$ cat src/rtl/pipe_pkg.sv
// rtl/pipe_pkg.sv - shared entry control fields and bubble sanitizing for the elastic pipe latch
package pipe_pkg;

   localparam int PC_W = 32;
   localparam int IR_W = 32;

   localparam logic [IR_W-1:0] IR_BUBBLE = 32'h0;
   // Wide zero, sliced down to the register-address width at each use
   localparam logic [31:0]     RD_ZERO   = 32'h0;

   // Width-independent part of an entry; payload, rd and exp are sized per instance
   typedef struct packed {
      logic [PC_W-1:0] pc;
      logic [IR_W-1:0] ir;
      logic            regwrite;
      logic            flushed;
      logic            valid;
   } ctrl_t;

   function automatic ctrl_t sanitize_ctrl(input ctrl_t c);
      ctrl_t r;
      r          = c;
      r.ir       = IR_BUBBLE;
      r.regwrite = 1'b0;
      r.flushed  = 1'b1;
      return r;
   endfunction

endpackage

$ cat src/rtl/pipe_slot.sv
// rtl/pipe_slot.sv - one pipeline entry register with load, clear, sanitize and hold
module pipe_slot
   import pipe_pkg::*;
#(
   parameter int PAYLOAD_W = 64,
   parameter int EXP_W     = 4,
   parameter int RD_W      = 5
) (
   input  logic                 clk,
   input  logic                 rst,
   input  logic                 load_i,
   input  logic                 clear_i,
   input  logic                 san_i,
   input  logic [31:0]          pc_i,
   input  logic [31:0]          ir_i,
   input  logic [PAYLOAD_W-1:0] payload_i,
   input  logic [RD_W-1:0]      rd_i,
   input  logic                 regwrite_i,
   input  logic [EXP_W-1:0]     exp_i,
   input  logic                 flushed_i,
   output logic                 valid_o,
   output logic [31:0]          pc_o,
   output logic [31:0]          ir_o,
   output logic [PAYLOAD_W-1:0] payload_o,
   output logic [RD_W-1:0]      rd_o,
   output logic                 regwrite_o,
   output logic [EXP_W-1:0]     exp_o,
   output logic                 flushed_o
);

   typedef struct packed {
      ctrl_t                ctl;
      logic [PAYLOAD_W-1:0] payload;
      logic [RD_W-1:0]      rd;
      logic [EXP_W-1:0]     exp;
   } entry_t;

   entry_t ent_q, ent_d;

   always_comb begin
      ent_d = ent_q;
      if (clear_i) begin
         ent_d = '0;
      end else if (load_i) begin
         ent_d.ctl.pc       = pc_i;
         ent_d.ctl.ir       = ir_i;
         ent_d.ctl.regwrite = regwrite_i;
         ent_d.ctl.flushed  = flushed_i;
         ent_d.ctl.valid    = 1'b1;
         ent_d.payload      = payload_i;
         ent_d.rd           = rd_i;
         ent_d.exp          = exp_i;
      end
      // Sanitize whatever the slot will hold after the edge, loaded or kept
      if (san_i && ent_d.ctl.valid) begin
         ent_d.ctl = sanitize_ctrl(ent_d.ctl);
         ent_d.rd  = RD_ZERO[RD_W-1:0];
         ent_d.exp = '0;
      end
   end

   always_ff @(posedge clk or posedge rst) begin
      if (rst) ent_q <= '0;
      else     ent_q <= ent_d;
   end

   assign valid_o    = ent_q.ctl.valid;
   assign pc_o       = ent_q.ctl.pc;
   assign ir_o       = ent_q.ctl.ir;
   assign regwrite_o = ent_q.ctl.regwrite;
   assign flushed_o  = ent_q.ctl.flushed;
   assign payload_o  = ent_q.payload;
   assign rd_o       = ent_q.rd;
   assign exp_o      = ent_q.exp;

endmodule

$ cat src/rtl/pipe_latch_skid.sv
// rtl/pipe_latch_skid.sv - elastic inter-stage latch: main slot plus skid slot, drop or bubble flush
module pipe_latch_skid
   import pipe_pkg::*;
#(
   parameter int PAYLOAD_W       = 64,
   parameter int EXP_W           = 4,
   parameter int RD_W            = 5,
   parameter int BUBBLE_ON_FLUSH = 1
) (
   input  logic                 clk,
   input  logic                 rst,
   input  logic                 in_valid,
   output logic                 in_ready,
   input  logic [31:0]          in_pc,
   input  logic [31:0]          in_ir,
   input  logic [PAYLOAD_W-1:0] in_payload,
   input  logic [RD_W-1:0]      in_rd,
   input  logic                 in_regwrite,
   input  logic [EXP_W-1:0]     in_exp,
   input  logic                 flush,
   output logic                 out_valid,
   input  logic                 out_ready,
   output logic [31:0]          out_pc,
   output logic [31:0]          out_ir,
   output logic [PAYLOAD_W-1:0] out_payload,
   output logic [RD_W-1:0]      out_rd,
   output logic                 out_regwrite,
   output logic [EXP_W-1:0]     out_exp,
   output logic                 out_flushed,
   output logic [1:0]           occupancy
);

   localparam logic BUBBLE = (BUBBLE_ON_FLUSH != 0);

   logic                 s_valid, s_regwrite, s_flushed;
   logic [31:0]          s_pc, s_ir;
   logic [PAYLOAD_W-1:0] s_payload;
   logic [RD_W-1:0]      s_rd;
   logic [EXP_W-1:0]     s_exp;

   logic accept, consume, drop, bubble;
   logic m_load, m_clear, m_from_s, s_load, s_clear;

   // in_ready comes straight from the skid flop: no out_ready -> in_ready path
   assign in_ready = ~s_valid;
   assign accept   = in_valid & in_ready;
   assign consume  = out_valid & out_ready;
   assign drop     = flush & ~BUBBLE;
   assign bubble   = flush & BUBBLE;

   assign m_from_s = consume & s_valid;
   assign m_load   = ~drop & (m_from_s | (accept & (~out_valid | consume)));
   assign m_clear  = drop | (consume & ~s_valid & ~accept);
   assign s_load   = ~drop & accept & out_valid & ~consume;
   assign s_clear  = drop | m_from_s;

   pipe_slot #(.PAYLOAD_W(PAYLOAD_W), .EXP_W(EXP_W), .RD_W(RD_W)) u_m (
      .clk        (clk),
      .rst        (rst),
      .load_i     (m_load),
      .clear_i    (m_clear),
      .san_i      (bubble),
      .pc_i       (m_from_s ? s_pc       : in_pc),
      .ir_i       (m_from_s ? s_ir       : in_ir),
      .payload_i  (m_from_s ? s_payload  : in_payload),
      .rd_i       (m_from_s ? s_rd       : in_rd),
      .regwrite_i (m_from_s ? s_regwrite : in_regwrite),
      .exp_i      (m_from_s ? s_exp      : in_exp),
      .flushed_i  (m_from_s & s_flushed),
      .valid_o    (out_valid),
      .pc_o       (out_pc),
      .ir_o       (out_ir),
      .payload_o  (out_payload),
      .rd_o       (out_rd),
      .regwrite_o (out_regwrite),
      .exp_o      (out_exp),
      .flushed_o  (out_flushed)
   );

   pipe_slot #(.PAYLOAD_W(PAYLOAD_W), .EXP_W(EXP_W), .RD_W(RD_W)) u_s (
      .clk        (clk),
      .rst        (rst),
      .load_i     (s_load),
      .clear_i    (s_clear),
      .san_i      (bubble),
      .pc_i       (in_pc),
      .ir_i       (in_ir),
      .payload_i  (in_payload),
      .rd_i       (in_rd),
      .regwrite_i (in_regwrite),
      .exp_i      (in_exp),
      .flushed_i  (1'b0),
      .valid_o    (s_valid),
      .pc_o       (s_pc),
      .ir_o       (s_ir),
      .payload_o  (s_payload),
      .rd_o       (s_rd),
      .regwrite_o (s_regwrite),
      .exp_o      (s_exp),
      .flushed_o  (s_flushed)
   );

   assign occupancy = {1'b0, out_valid} + {1'b0, s_valid};

   // The skid slot must never hold an entry while the main slot is empty
   always @(posedge clk) begin
      if (!rst) assert (!(s_valid && !out_valid));
   end

endmodule

$ cat config.mk
export PLATFORM = sky130hd
export DESIGN_NAME = pipe_latch_skid
export DESIGN_NICKNAME = d
export VERILOG_FILES = /design/src/rtl/pipe_pkg.sv /design/src/rtl/pipe_slot.sv /design/src/rtl/pipe_latch_skid.sv
export SDC_FILE = /design/constraint.sdc
export NUM_CORES = 1
export LEC_CHECK = 0
export CAP_MARGIN = 10
export CELL_PAD_IN_SITES_DETAIL_PLACEMENT = 1
export CELL_PAD_IN_SITES_GLOBAL_PLACEMENT = 2
export CORE_MARGIN = 2
export CORE_UTILIZATION = 35
export CTS_BUF_LIST = sky130_fd_sc_hd__clkbuf_4 sky130_fd_sc_hd__clkbuf_8
export CTS_CLUSTER_DIAMETER = 80
export DETAILED_ROUTE_END_ITERATION = 12
export PLACE_DENSITY_LB_ADDON = 0.1
export RECOVER_POWER = 50
export SLEW_MARGIN = 5
export SYNTH_ARGS = -nofsm -noshare
export SYNTH_HDL_FRONTEND = slang
export SYNTH_HIERARCHICAL = 1
export SYNTH_SLANG_ARGS = --single-unit
$ cat constraint.sdc
create_clock -name clk -period 5.5 [get_ports clk]
set_clock_uncertainty 0.05 [all_clocks]
set_input_delay 0.825 -clock clk [delete_from_list [all_inputs] [get_ports clk]]
set_output_delay 0.825 -clock clk [all_outputs]
set_load 0.01 [all_outputs]
### Placement by RTL instance

Other cells in grey.
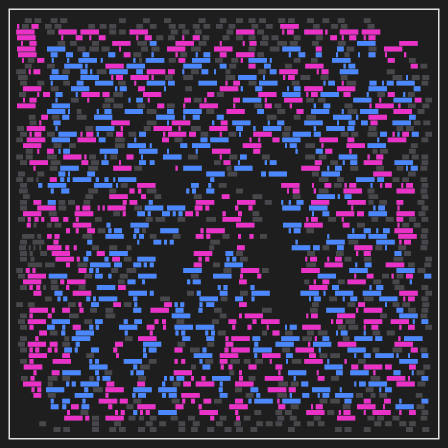
- magenta: `u_m` (cells 471; where all over the die)
- blue: `u_s` (cells 473; where all over the die)
- not coloured: 529

### Where the registers sit

The bar under the picture is 50 µm long. Other sequential cells in the stronger grey, the rest of the logic in the fainter grey.
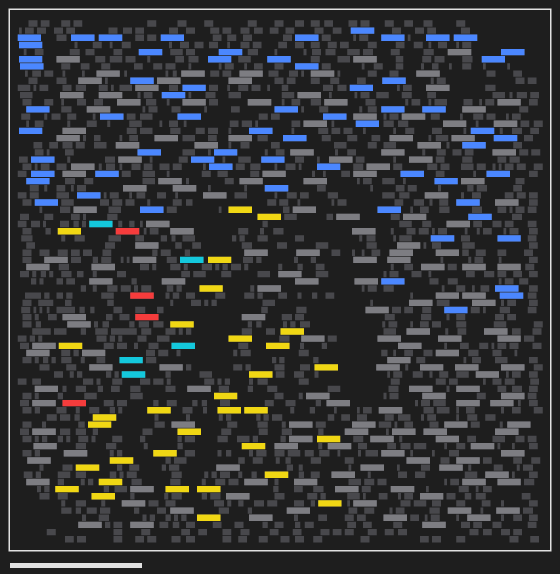
- yellow: `u_s/ir_o` (placed flops 32)
- cyan: `u_s/rd_o` (placed flops 5)
- red: `u_s/exp_o` (placed flops 4; where west)
- blue: `u_m/payload_o` (placed flops 64)
- not coloured: 175
Seq/total area: 38.8%
Storage cell area: 7010 µm²

### Congestion heat map

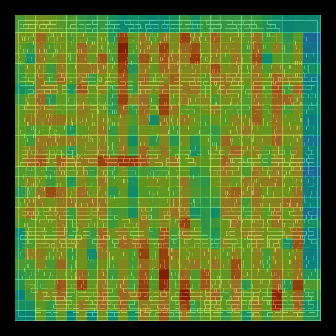
post-detailed-route wirelength per cell: 20.6 µm
Top Usage Layer GRT: met2
M1 GR Usage: 26.8%
routing usage on met2: 30.8%

### Gate-type map

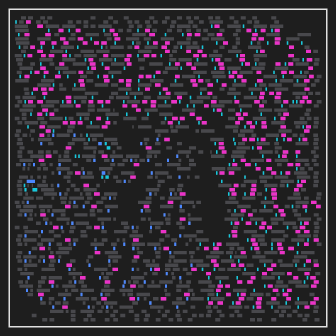
- cyan: NOR gates (cells 203; most used nor2_1; where all over the die)
- blue: inverting AOI/OAI gates (cells 87; most used o21ai_1)
- magenta: multiplexers (cells 330; most used mux2i_1; where all over the die)

### Close-up of the layout

The bar under the picture is 10 µm long. Region (39, 39) to (64, 64) µm. Cells in grey, sequential cells in the stronger grey; small squares are vias.
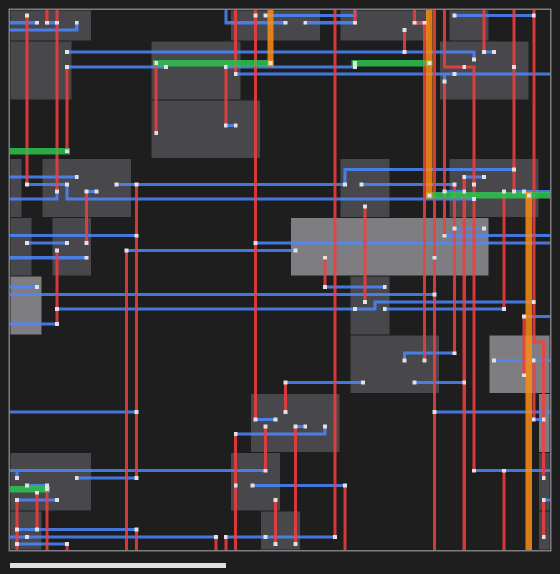
- green: metal 3
- blue: metal 1
- red: metal 2
- orange: metal 4
- sequential cells in the window: 1
- netlist names of flops here include: `u_s/ir_o` (1)
- cells with their middle in the window: 19
- most frequent: nand4bb_1 (7), o21ai_0 (3)

==> flow_metrics.py <==
# Flow results
metrics = {
    "status": {
        "outcome": "complete, but fails checks",
        "violations": "capacitance limit, slew limit",
    },
    "final_layout": {
        "layout_top_cells": "280 x dfrtp_1, 254 x clkdlybuf4s50_1, 197 x nor2_1",
        "layout.area.comb_um2": 6250,
        "layout.nets": 1579,
        "num_antenna_cells": 3,
        "comb-cell-share_pct": 34.6,
    },
    "clock_network": {
        "cts.sink_count": 280,
        "cell_resize_tally_after_clock_tree_synthesis": 0,
    },
    "timing": {
        "relative_slew_margins_pct": -73.9,
        "final.setup.worst_slack_ns": 1.59,
        "timing_worst_slew_pin_value_ns": 2.61,
        "fmax_ghz": 0.256,
        "finalMaxSlewViolations": 399,
        "finalSetupTns_ns": 0,
    },
    "global_route": {
        "grt_antenna_before_repair": 6,
        "via_count_of_the_first_global_routing_pass": 10826,
    },
    "critical_path": {
        "timing_endpoint_of_the_critical_path": "u_s/pc_o[6]$_DFFE_PP0P_",
        "timing.critical_path.from": "in_valid",
        "worstPathBufferInverterCount": 2,
        "setup.worst_path.start_class": "input pin",
        "worst_path_required_ns": 5.93,
    },
    "place": {
        "hpwlAfterDp_mm": 23.3,
    },
    "pwr": {
        "p_comb_share_pct": 40.9,
        "power.static_leakage_nw": 7.67,
    },
    "synth": {
        "flop_cell": "dfrtp_1",
        "yosysCellCount": 1184,
        "synth_top_cell_by_area": "dfrtp_1",
        "syn-instance-count": 1184,
        "top_cells_by_area": "dfrtp_1 50%, mux2i_1 14%, mux2_2 11%",
        "syn-num-nets": 1328,
    },
    "floorplan": {
        "pin_count": 286,
    },
    "hold_path": {
        "hold_path.class": "flip-flop to flip-flop",
        "hold_path_startpoint": "u_m/payload_o[62]$_DFFE_PP0P_",
    },
    "job": {
        "maxCapViolations": 6,
    },
    "route": {
        "route.final.wire_length_mm": 41.2,
    },
}
## kinds of logic after synthesis
| group | synth area share [%] |
|---|---|
| simple gates | 16.1 |
| mux | 24.6 |
| flops | 49.5 |
| buf+inv | 6.47 |
| compound gates | 3.22 |
| fa+ha+maj | 0.0884 |
| other cells | 0.0265 |
## stage by stage
step | power (mW) | util [%] | hold WS, ns | area (µm²)
after floorplan | 5.72 | - | 0.432 | 14100
after global placement | 7.07 | 42.6 | 0.446 | 16900
after detailed placement | 7.15 | 42.6 | 0.461 | 16900
after CTS | 9.40 | 45.4 | 0.474 | 18100
after global routing | 9.91 | 45.4 | 0.485 | 18100
final | 9.25 | 45.4 | 0.463 | 18100
Power and IR drop assume default switching activity.
